--- config.mk ---
export PLATFORM = sky130hd
export DESIGN_NAME = cpu_oci_dct_ctrl
export DESIGN_NICKNAME = d
export VERILOG_FILES = /design/src/rtl/cpu_oci_dct_pkg.sv /design/src/rtl/cpu_oci_dct_packer.sv /design/src/rtl/cpu_oci_dct_ctrl.sv
export SDC_FILE = /design/constraint.sdc
export NUM_CORES = 1
export LEC_CHECK = 0
export ABC_AREA = 0
export CAP_MARGIN = 20
export CORE_MARGIN = 2
export CORE_UTILIZATION = 50
export DETAILED_ROUTE_END_ITERATION = 10
export PLACE_DENSITY = 0.8
export SYNTH_ARGS = -nofsm -noshare
export SYNTH_HDL_FRONTEND = slang
export SYNTH_SLANG_ARGS = --single-unit
--- constraint.sdc ---
create_clock -name clk_i -period 3.3 [get_ports clk_i]
set_clock_uncertainty 0.15 [all_clocks]
set_input_delay 0.66 -clock clk_i [delete_from_list [all_inputs] [get_ports clk_i]]
set_output_delay 0.66 -clock clk_i [all_outputs]
set_load 0.02 [all_outputs]
--- src/rtl/cpu_oci_dct_pkg.sv ---
// Shared types and constants for the Nios II OCI data-capture-trace sequencer.
// The frame type is the exact word written to the trace RAM: {count, buffer}.
package cpu_oci_dct_pkg;

  localparam int ATOM_W  = 2;
  localparam int ATOMS   = 15;
  localparam int BUF_W   = ATOM_W * ATOMS;
  localparam int CNT_W   = 4;
  localparam int ADDR_W  = 7;
  localparam int FRAME_W = CNT_W + BUF_W;

  typedef enum logic [1:0] {
    ST_IDLE    = 2'd0,
    ST_CAPTURE = 2'd1,
    ST_DRAIN   = 2'd2,
    ST_STOPPED = 2'd3
  } dctState_e;

  typedef struct packed {
    logic [CNT_W-1:0] count;
    logic [BUF_W-1:0] buffer;
  } dctFrame_t;

endpackage

--- src/rtl/cpu_oci_dct_packer.sv ---
// Atom packing buffer: shifts 2-bit trace atoms into a 30-bit word and decides
// when a frame closes (full or flush) and whether it can be handed off.
module cpu_oci_dct_packer
  import cpu_oci_dct_pkg::*;
(
  input  logic              clk_i,
  input  logic              reset_i,
  input  logic              captureEn_i,
  input  logic              atomValid_i,
  input  logic [ATOM_W-1:0] atomData_i,
  input  logic              flushReq_i,
  input  logic              canLoad_i,
  input  logic              clear_i,
  output logic [BUF_W-1:0]  buffer_o,
  output logic [CNT_W-1:0]  count_o,
  output logic              close_o,
  output logic              drop_o,
  output dctFrame_t         frame_o
);

  logic [BUF_W-1:0] buffer_q, buffer_d, bufferNext;
  logic [CNT_W-1:0] count_q, count_d, countNext;
  logic             atomTake;
  logic             fullHit;
  logic             flushHit;
  logic             closeWant;

  // The frame always reflects the buffer including this cycle's atom, so a
  // flush that coincides with an atom captures it.
  always_comb begin
    bufferNext = buffer_q;
    countNext  = count_q;
    atomTake   = captureEn_i && atomValid_i;
    if (atomTake) begin
      for (int i = 0; i < ATOMS; i++) begin
        if (count_q == CNT_W'(i)) begin
          bufferNext[i*ATOM_W +: ATOM_W] = atomData_i;
        end
      end
      countNext = count_q + CNT_W'(1);
    end

    fullHit   = atomTake && (countNext == CNT_W'(ATOMS));
    flushHit  = captureEn_i && flushReq_i && (countNext != '0);
    closeWant = fullHit || flushHit;
    close_o   = closeWant && canLoad_i;
    drop_o    = closeWant && !canLoad_i;

    frame_o.count  = countNext;
    frame_o.buffer = bufferNext;

    // A blocked full close holds at ATOMS-1 (dropping the atom); a blocked
    // flush has nowhere to go, so the partial frame is abandoned.
    buffer_d = bufferNext;
    count_d  = countNext;
    if (clear_i || close_o || (drop_o && flushHit)) begin
      buffer_d = '0;
      count_d  = '0;
    end else if (drop_o) begin
      buffer_d = buffer_q;
      count_d  = count_q;
    end
  end

  always_ff @(posedge clk_i or posedge reset_i) begin
    if (reset_i) begin
      buffer_q <= '0;
      count_q  <= '0;
    end else begin
      buffer_q <= buffer_d;
      count_q  <= count_d;
    end
  end

  assign buffer_o = buffer_q;
  assign count_o  = count_q;

endmodule

--- src/rtl/cpu_oci_dct_ctrl.sv ---
// OCI DCT sequencer top: arm/stop FSM, one-deep frame register with a
// valid/ready trace RAM port, write address and sticky JTAG status flags.
module cpu_oci_dct_ctrl
  import cpu_oci_dct_pkg::*;
(
  input  logic               clk_i,
  input  logic               reset_i,
  input  logic               cfg_enable_i,
  input  logic               cfg_wrap_i,
  input  logic               arm_i,
  input  logic               stop_i,
  input  logic               atom_valid_i,
  input  logic [ATOM_W-1:0]  atom_data_i,
  output logic [BUF_W-1:0]   dct_buffer_o,
  output logic [CNT_W-1:0]   dct_count_o,
  output logic               tw_valid_o,
  input  logic               tw_ready_i,
  output logic [ADDR_W-1:0]  tw_addr_o,
  output logic [FRAME_W-1:0] tw_data_o,
  output logic [1:0]         state_o,
  output logic               trace_wrapped_o,
  output logic               trace_full_o,
  output logic               overflow_o
);

  dctState_e         state_q;
  logic              frameValid_q;
  dctFrame_t         frame_q;
  logic [ADDR_W-1:0] addr_q;
  logic              wrapped_q;
  logic              full_q;
  logic              overflow_q;

  logic      flushReq;
  logic      armStart;
  logic      twAccept;
  logic      atLast;
  logic      wrapEvent;
  logic      stopFull;
  logic      canLoad;
  logic      captureEn;
  logic      packClose;
  logic      packDrop;
  logic      loadFrame;
  dctFrame_t closeFrame;

  assign flushReq  = stop_i || !cfg_enable_i;
  assign armStart  = ((state_q == ST_IDLE) || (state_q == ST_STOPPED)) &&
                     arm_i && cfg_enable_i && !stop_i;
  assign twAccept  = frameValid_q && tw_ready_i;
  assign atLast    = (addr_q == {ADDR_W{1'b1}});
  assign wrapEvent = twAccept && atLast;
  assign stopFull  = wrapEvent && !cfg_wrap_i;
  assign canLoad   = !frameValid_q || twAccept;
  assign captureEn = (state_q == ST_CAPTURE);
  assign loadFrame = packClose && !stopFull;

  // Reaching the end of RAM discards whatever partial frame is being packed.
  cpu_oci_dct_packer u_packer (
    .clk_i       (clk_i),
    .reset_i     (reset_i),
    .captureEn_i (captureEn),
    .atomValid_i (atom_valid_i),
    .atomData_i  (atom_data_i),
    .flushReq_i  (flushReq),
    .canLoad_i   (canLoad),
    .clear_i     (armStart || wrapEvent),
    .buffer_o    (dct_buffer_o),
    .count_o     (dct_count_o),
    .close_o     (packClose),
    .drop_o      (packDrop),
    .frame_o     (closeFrame)
  );

  always_ff @(posedge clk_i or posedge reset_i) begin
    if (reset_i) begin
      state_q <= ST_IDLE;
    end else begin
      case (state_q)
        ST_IDLE, ST_STOPPED: begin
          if (armStart) state_q <= ST_CAPTURE;
        end
        ST_CAPTURE: begin
          if (stopFull)      state_q <= ST_STOPPED;
          else if (flushReq) state_q <= ST_DRAIN;
        end
        ST_DRAIN: begin
          if (stopFull)           state_q <= ST_STOPPED;
          else if (!frameValid_q) state_q <= ST_IDLE;
        end
        default: state_q <= ST_IDLE;
      endcase
    end
  end

  // A frame loading on the same edge the previous one is accepted keeps
  // tw_valid high with no bubble; a stop-on-full edge drops it instead.
  always_ff @(posedge clk_i or posedge reset_i) begin
    if (reset_i) begin
      frameValid_q <= 1'b0;
      frame_q      <= '0;
      addr_q       <= '0;
      wrapped_q    <= 1'b0;
      full_q       <= 1'b0;
      overflow_q   <= 1'b0;
    end else begin
      if (armStart) begin
        addr_q     <= '0;
        wrapped_q  <= 1'b0;
        full_q     <= 1'b0;
        overflow_q <= 1'b0;
      end

      if (stopFull) begin
        frameValid_q <= 1'b0;
      end else if (loadFrame) begin
        frameValid_q <= 1'b1;
        frame_q      <= closeFrame;
      end else if (twAccept) begin
        frameValid_q <= 1'b0;
      end

      if (twAccept) begin
        if (!atLast) begin
          addr_q <= addr_q + ADDR_W'(1);
        end else if (cfg_wrap_i) begin
          addr_q    <= '0;
          wrapped_q <= 1'b1;
        end else begin
          full_q <= 1'b1;
        end
      end

      if (packDrop) overflow_q <= 1'b1;
    end
  end

  assign tw_valid_o      = frameValid_q;
  assign tw_addr_o       = addr_q;
  assign tw_data_o       = frame_q;
  assign state_o         = state_q;
  assign trace_wrapped_o = wrapped_q;
  assign trace_full_o    = full_q;
  assign overflow_o      = overflow_q;

endmodule

run_1/final_placement.png
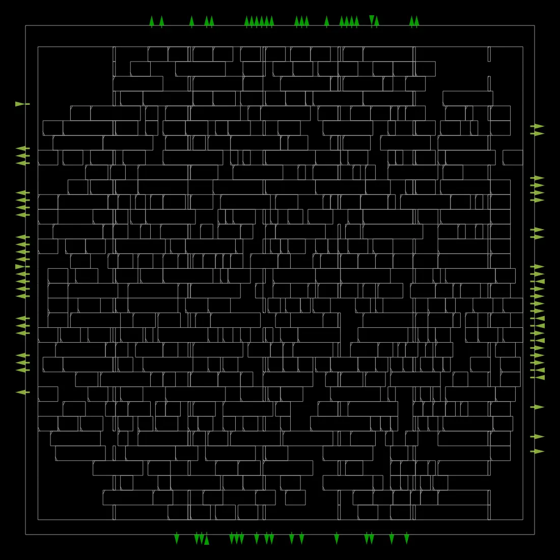
num rows: 32
Tap Count: 102
Flop Count: 81
Util after Layout: 68.4%
final std cells w/o fill: 553

run_1/metal_stack.png
Two of the layers only.
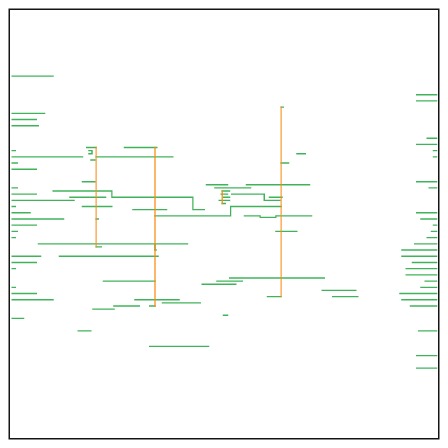
legend:
  orange:
    layer: met4
    wire_length: 101 µm
  green:
    layer: met3
    wire_length: 591 µm
Total Routing Usage GR: 24.0%
overall routed net length: 9.88 mm
routed wire length per instance: 17.9 µm

==> results.json, run 1 <==
{
  "path_max_fanout": 9,
  "final-hold-violation-count": 0,
  "fin_crit_ps": 2790,
  "ff_type": "dfrtp_1",
  "first_pass_iters": 5,
  "rr_startpoint": "state_o[1]$_DFFE_PP0P_",
  "die_y_um": 93.7,
  "finalSetupViolCount": 0,
  "fin_tns_setup_ps": 0,
  "cpPeakStageDelay_ps": 540,
  "initial_utilization_pct": 51.8,
  "drv_slew": 0,
  "viasPerCell": 5.86,
  "outcome": "completed",
  "ant_nets": 0,
  "criticalPathCategory": "primary input to flop",
  "top_cells_by_count": "81 x dfrtp_1, 29 x mux2_2, 27 x nand2_1, 22 x a21oi_1",
  "globalplace.congestion": 0.868,
  "most_common_cell": "dfrtp_1",
  "startpoint": "atom_valid_i",
  "post-place-ws_ps": 208,
  "htreeDepth": 3
}
run_1/met2.png
The bar under the picture is 20 µm long.
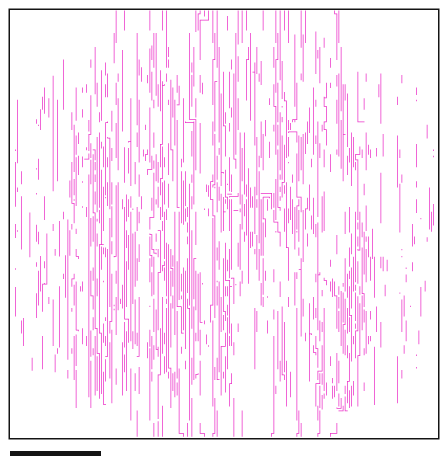
nets with wire on the layer: 427
longest straight run: 48.6 µm
share of all routed wire: 50%
main direction: vertical
wire length on this layer: 4890 µm
global-route track usage on met2: 39.4%
vias: 3242

-- run 1: worst paths after layout --
kind | depth (start not counted) | end | slack, ps
setup / recovery | 7 | u_packer.count_o[3]$_DFFE_PP0P_ | 510
hold / removal | 1 | trace_full_o$_DFF_PP0_ | 330
setup reg to reg | 8 | u_packer.count_o[3]$_DFFE_PP0P_ | 570
hold reg to reg | 1 | trace_full_o$_DFF_PP0_ | 330
max in group asynchronous | 3 | tw_data_o[29]$_DFFE_PP0P_ | 1880
min in group asynchronous | 2 | tw_data_o[10]$_DFFE_PP0P_ | 490
-- run 1: layer usage --
metal / routed length (µm) / part of all wire, % / vias to the layer above
met1: 4300 / 43 / 1619
met2: 4890 / 50 / 133
met4: 100 / 1.0 / 0
met5: 0 / 0 / -
met3: 590 / 6.0 / 14
li1: - / - / 1476
-- run 1: logic make-up (layout without fill, tap and decap cells) --
logic type	count (synthesis)	count (layout)	share of synthesized area [%]
flip-flops	81	81	50.4
AND/OR/NAND/NOR	92	92	12.4
adder cells (fa/ha/maj)	8	8	2.49
AND-OR/OR-AND	69	69	12.0
XOR/XNOR	4	4	0.871
buffers and inverters	37	131	3.89
multiplexers	66	66	18.0
-- run 1: report_power, final --
part | total (mW) | switching, mW | internal [mW]
Combinational | 1.36 | 0.754 | 0.609
Sequential | 1.30 | 0.140 | 1.16
Clock | 0.932 | 0.355 | 0.577
-- run 1: final cells by class --
cell class	instances	area (µm²)
Fill cell	617	2460
Multi-Input combinational cell	239	1840
Clock inverter	5	129
Clock buffer	10	128
Sequential cell	81	2030
Timing Repair Buffer	100	1000
Inverter	16	61.3
Tap cell	102	128
run_1/port_nets.png
The bar under the picture is 20 µm long.
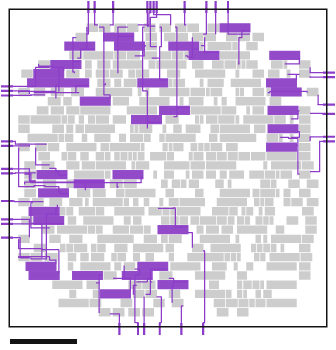

--- run 2 (diff from run 1) ---
Settings changed: CORE_UTILIZATION 50 to 46, PLACE_DENSITY 0.8 to 0.77.
Clock period 3.3 ns to 2.48 ns, I/O delays scaled along.
run_2/port_nets.png
The bar under the picture is 20 µm long.
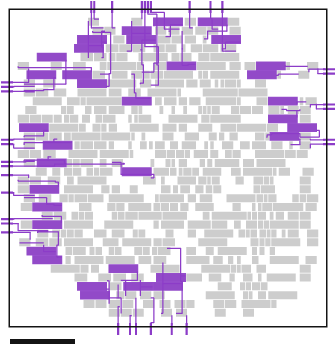
legend:
  purple:
    port: tw_data_o
    bits: 34
    direction: output
    end_cells: 34
    buffers: 34
    wire: 795 µm
Port Buffer Count: 90
IO Pins: 91

==> run 2 against run 1 <==
Compared with the run above:
- synthesized area unchanged
- sequential share of layout area decreased by 1.9 points
- critical path depth unchanged
- global-route usage decreased by 2.5 points
- cell area increased by 5.5%
- setup slack got worse by 430 ps
- worst hold slack got worse by 0.66 ps
- synthesized cell count unchanged
- die area increased by 8.3%
- core utilization decreased by 3.1 points
- critical path type unchanged
- largest cell class unchanged
==> results.json, run 2 <==
{
  "ff2ff_path_depth": 8,
  "ys_sh_simple_pct": 12.4,
  "drv_slew": 0,
  "initial_utilization_pct": 46.8,
  "most_common_cell": "dfrtp_1",
  "track_usage_pct": 21.5,
  "outcome": "completed",
  "top_cells_by_count": "81 x dfrtp_1, 29 x mux2_2, 27 x nand2_1, 22 x a21oi_1",
  "wirelength_mm": 9.81,
  "topCombFamilyByArea": "multiplexers",
  "aoi_share_pct": 12.0,
  "adder_share_pct": 2.49,
  "num_rows": 34,
  "first_pass_iters": 4,
  "dr_wl_met3_um": 556,
  "path_max_fanout": 11,
  "criticalPathCategory": "primary input to flop",
  "reg2reg_to": "u_packer.buffer_o[10]$_DFFE_PP0P_",
  "top_layer_used": "met4",
  "dr_wl_met2_mm": 4.55,
  "final-hold-violation-count": 0
}
## run 2: cell counts after synthesis
Identical to the previous run, type by type.
## run 2: through the flow
stage               setup slack (ps)  area, µm²  util, %  total power [mW]
finish                          81.5       5610     65.2              5.05
global route                   -2.13       5610     65.2              5.32
CTS                             36.9       5560     64.7              5.02
detailed placement              -301       5300     61.6              3.74
global placement                -283       5300     61.6              3.71
floorplan                      -20.8       4040        -              2.85
## run 2: per-layer routing
layer  track usage, %  vias up
met5                0        -
met4             6.94        0
met3             5.61       12
met2             31.9      113
met1             30.7     1601
li1                 -     1519
## run 2: worst max-delay path by stage
stage,from,to,cells after the start
5_1_grt,u_packer.count_o[1]$_DFFE_PP0P_,tw_data_o[11]$_DFFE_PP0P_,9
3_5_place_dp,atom_valid_i,u_packer.buffer_o[0]$_DFFE_PP0P_,7
3_3_place_gp,atom_valid_i,u_packer.buffer_o[3]$_DFFE_PP0P_,7
6_report,atom_valid_i,u_packer.buffer_o[10]$_DFFE_PP0P_,7
2_1_floorplan,u_packer.count_o[0]$_DFFE_PP0P_,tw_data_o[0]$_DFFE_PP0P_,8
4_1_cts,state_o[1]$_DFFE_PP0P_,u_packer.buffer_o[8]$_DFFE_PP0P_,8
## run 2: report_power, final
part | internal, mW | switching [mW]
clock network | 0.772 | 0.500
registers | 1.54 | 0.165
logic | 0.985 | 1.08
total | 3.30 | 1.75
## run 2: final cells by class
cell class / instances / area, µm²
clock inverter: 7 / 141
timing repair buffer: 125 / 1230
tap: 108 / 135
clock buffer: 9 / 124
multi-input combinational: 239 / 1880
fill: 681 / 2990
inverter: 16 / 63.8
sequential: 81 / 2030
## run 2: worst max-delay path, cell delays in order
cell and delay, ps:
clkdlybuf4s50_1 590, nand3_1 170, xnor2_2 170, or4_1 520, or3b_4 290, buf_4 190, nor2_1 70
--- run 3 (diff from run 2) ---
Settings changed: CTS_CLUSTER_DIAMETER from default to 100.
run_3/port_nets.png
The bar under the picture is 20 µm long.
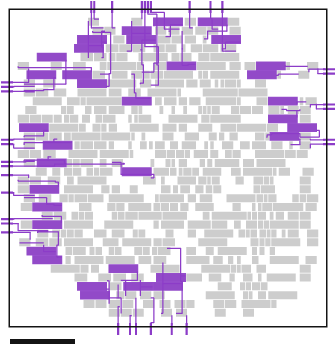
legend:
  purple:
    port: tw_data_o
    bits: 34
    direction: output
    end_cells: 34
    buffers: 34
    wire: 795 µm

==> run 3 against run 2 <==
Compared with the run above:
- synthesized area did not move
- sequential power barely moved
- via count did not move
- die area did not move
- register-to-register slack barely moved
- worst hold slack did not move
- wire length did not move
- core utilization did not move
- global-route usage did not move
- critical path depth did not move
- largest cell class unchanged
- cell count did not move
- critical path type unchanged
==> results.json, run 3 <==
{
  "cp_num_cells": 7,
  "comb_area_um2": 1880,
  "initial_utilization_pct": 46.8,
  "ant_nets": 0,
  "fin_crit_ps": 2400,
  "path_max_fanout": 11,
  "path_delay_family": "simple AND/OR/NAND/NOR gates",
  "criticalPathCategory": "primary input to flop",
  "vias": 3245,
  "final-hold-violation-count": 0,
  "first_pass_iters": 4,
  "viasPerCell": 5.55,
  "power.total_mw": 5.05,
  "min_path_cells": 1,
  "critical_path.cell_chain": "clkdlybuf4s50_1 > nand3_1 > xnor2_2 > or4_1 > or3b_4 > buf_4 > nor2_1",
  "rr_startpoint": "state_o[1]$_DFFE_PP0P_",
  "num-fill-cells": 681,
  "top_cells_by_count": "81 x dfrtp_1, 29 x mux2_2, 27 x nand2_1, 22 x a21oi_1",
  "track_usage_pct": 21.5,
  "endpoint": "u_packer.buffer_o[10]$_DFFE_PP0P_",
  "most_common_cell": "dfrtp_1",
  "seq_area_um2": 2030,
  "port_buffers": 90,
  "die_y_um": 97.5,
  "final_cells": 585,
  "num_rows": 34,
  "hold_end": "trace_full_o$_DFF_PP0_",
  "reg2reg_slack_ps": 90,
  "startpoint": "atom_valid_i",
  "outcome": "completed",
  "num_io_pins": 91,
  "ff2ff_path_depth": 8,
  "reg2reg_to": "u_packer.buffer_o[10]$_DFFE_PP0P_",
  "finalSetupViolCount": 0
}
run 3: cell counts in the layout (fill, tap and decap cells not counted):
No cell type changed its count.
run 3: stage by stage:
| step | util (%) | worst slack, ps | instance area [µm²] | setup TNS (ps) |
|---|---|---|---|---|
| floorplan | - | -20.8 | 4040 | -439 |
| global placement | 61.6 | -283 | 5300 | -13210 |
| detailed placement | 61.6 | -301 | 5300 | -14010 |
| CTS | 64.7 | 36.9 | 5560 | 0 |
| global route | 65.2 | -2.13 | 5610 | -2.13 |
| finish | 65.2 | 81.5 | 5610 | 0 |
run 3: repair_timing:
item,4_1_cts,5_1_grt
pin swaps,0,0
resized,1,5
buffers inserted,0,1
endpoints found under the setup margin,12,59
run 3: final cells by class:
| type | instances | share of cell area (%) |
|---|---|---|
| Clock inverter | 7 | 2.52 |
| Multi-Input combinational cell | 239 | 33.6 |
| Clock buffer | 9 | 2.21 |
| Inverter | 16 | 1.14 |
| Timing Repair Buffer | 125 | 21.9 |
| Tap cell | 108 | 2.41 |
| Sequential cell | 81 | 36.2 |
run 3: cells by family (layout without fill, tap and decap cells):
logic type                 count (synthesis)  count (layout)  synth area share [%]
and+or+nand+nor                           92              92                  12.4
DFF                                       81              81                  50.4
AOI/OAI and AO/OA                         69              69                  12.0
muxes                                     66              66                  18.0
buffers and inverters                     37             157                  3.89
adders and majority gates                  8               8                  2.49
xor gates and xnor gates                   4               4                 0.871
run 3: power by group:
part	switching, mW	internal, mW
sequential	0.165	1.54
clock	0.500	0.772
combinational	1.08	0.985
run 3: layer usage:
layer / vias up / wire length, µm / part of all wire (%) / global-route usage [%]
met1: 1601 / 4600 / 47 / 30.7
met4: 0 / 102 / 1.0 / 6.94
met2: 113 / 4550 / 46 / 31.9
met5: - / 0 / 0 / 0
li1: 1519 / - / - / -
met3: 12 / 556 / 5.7 / 5.61
Power figures rest on the tool's default switching activity, not on a simulated workload.
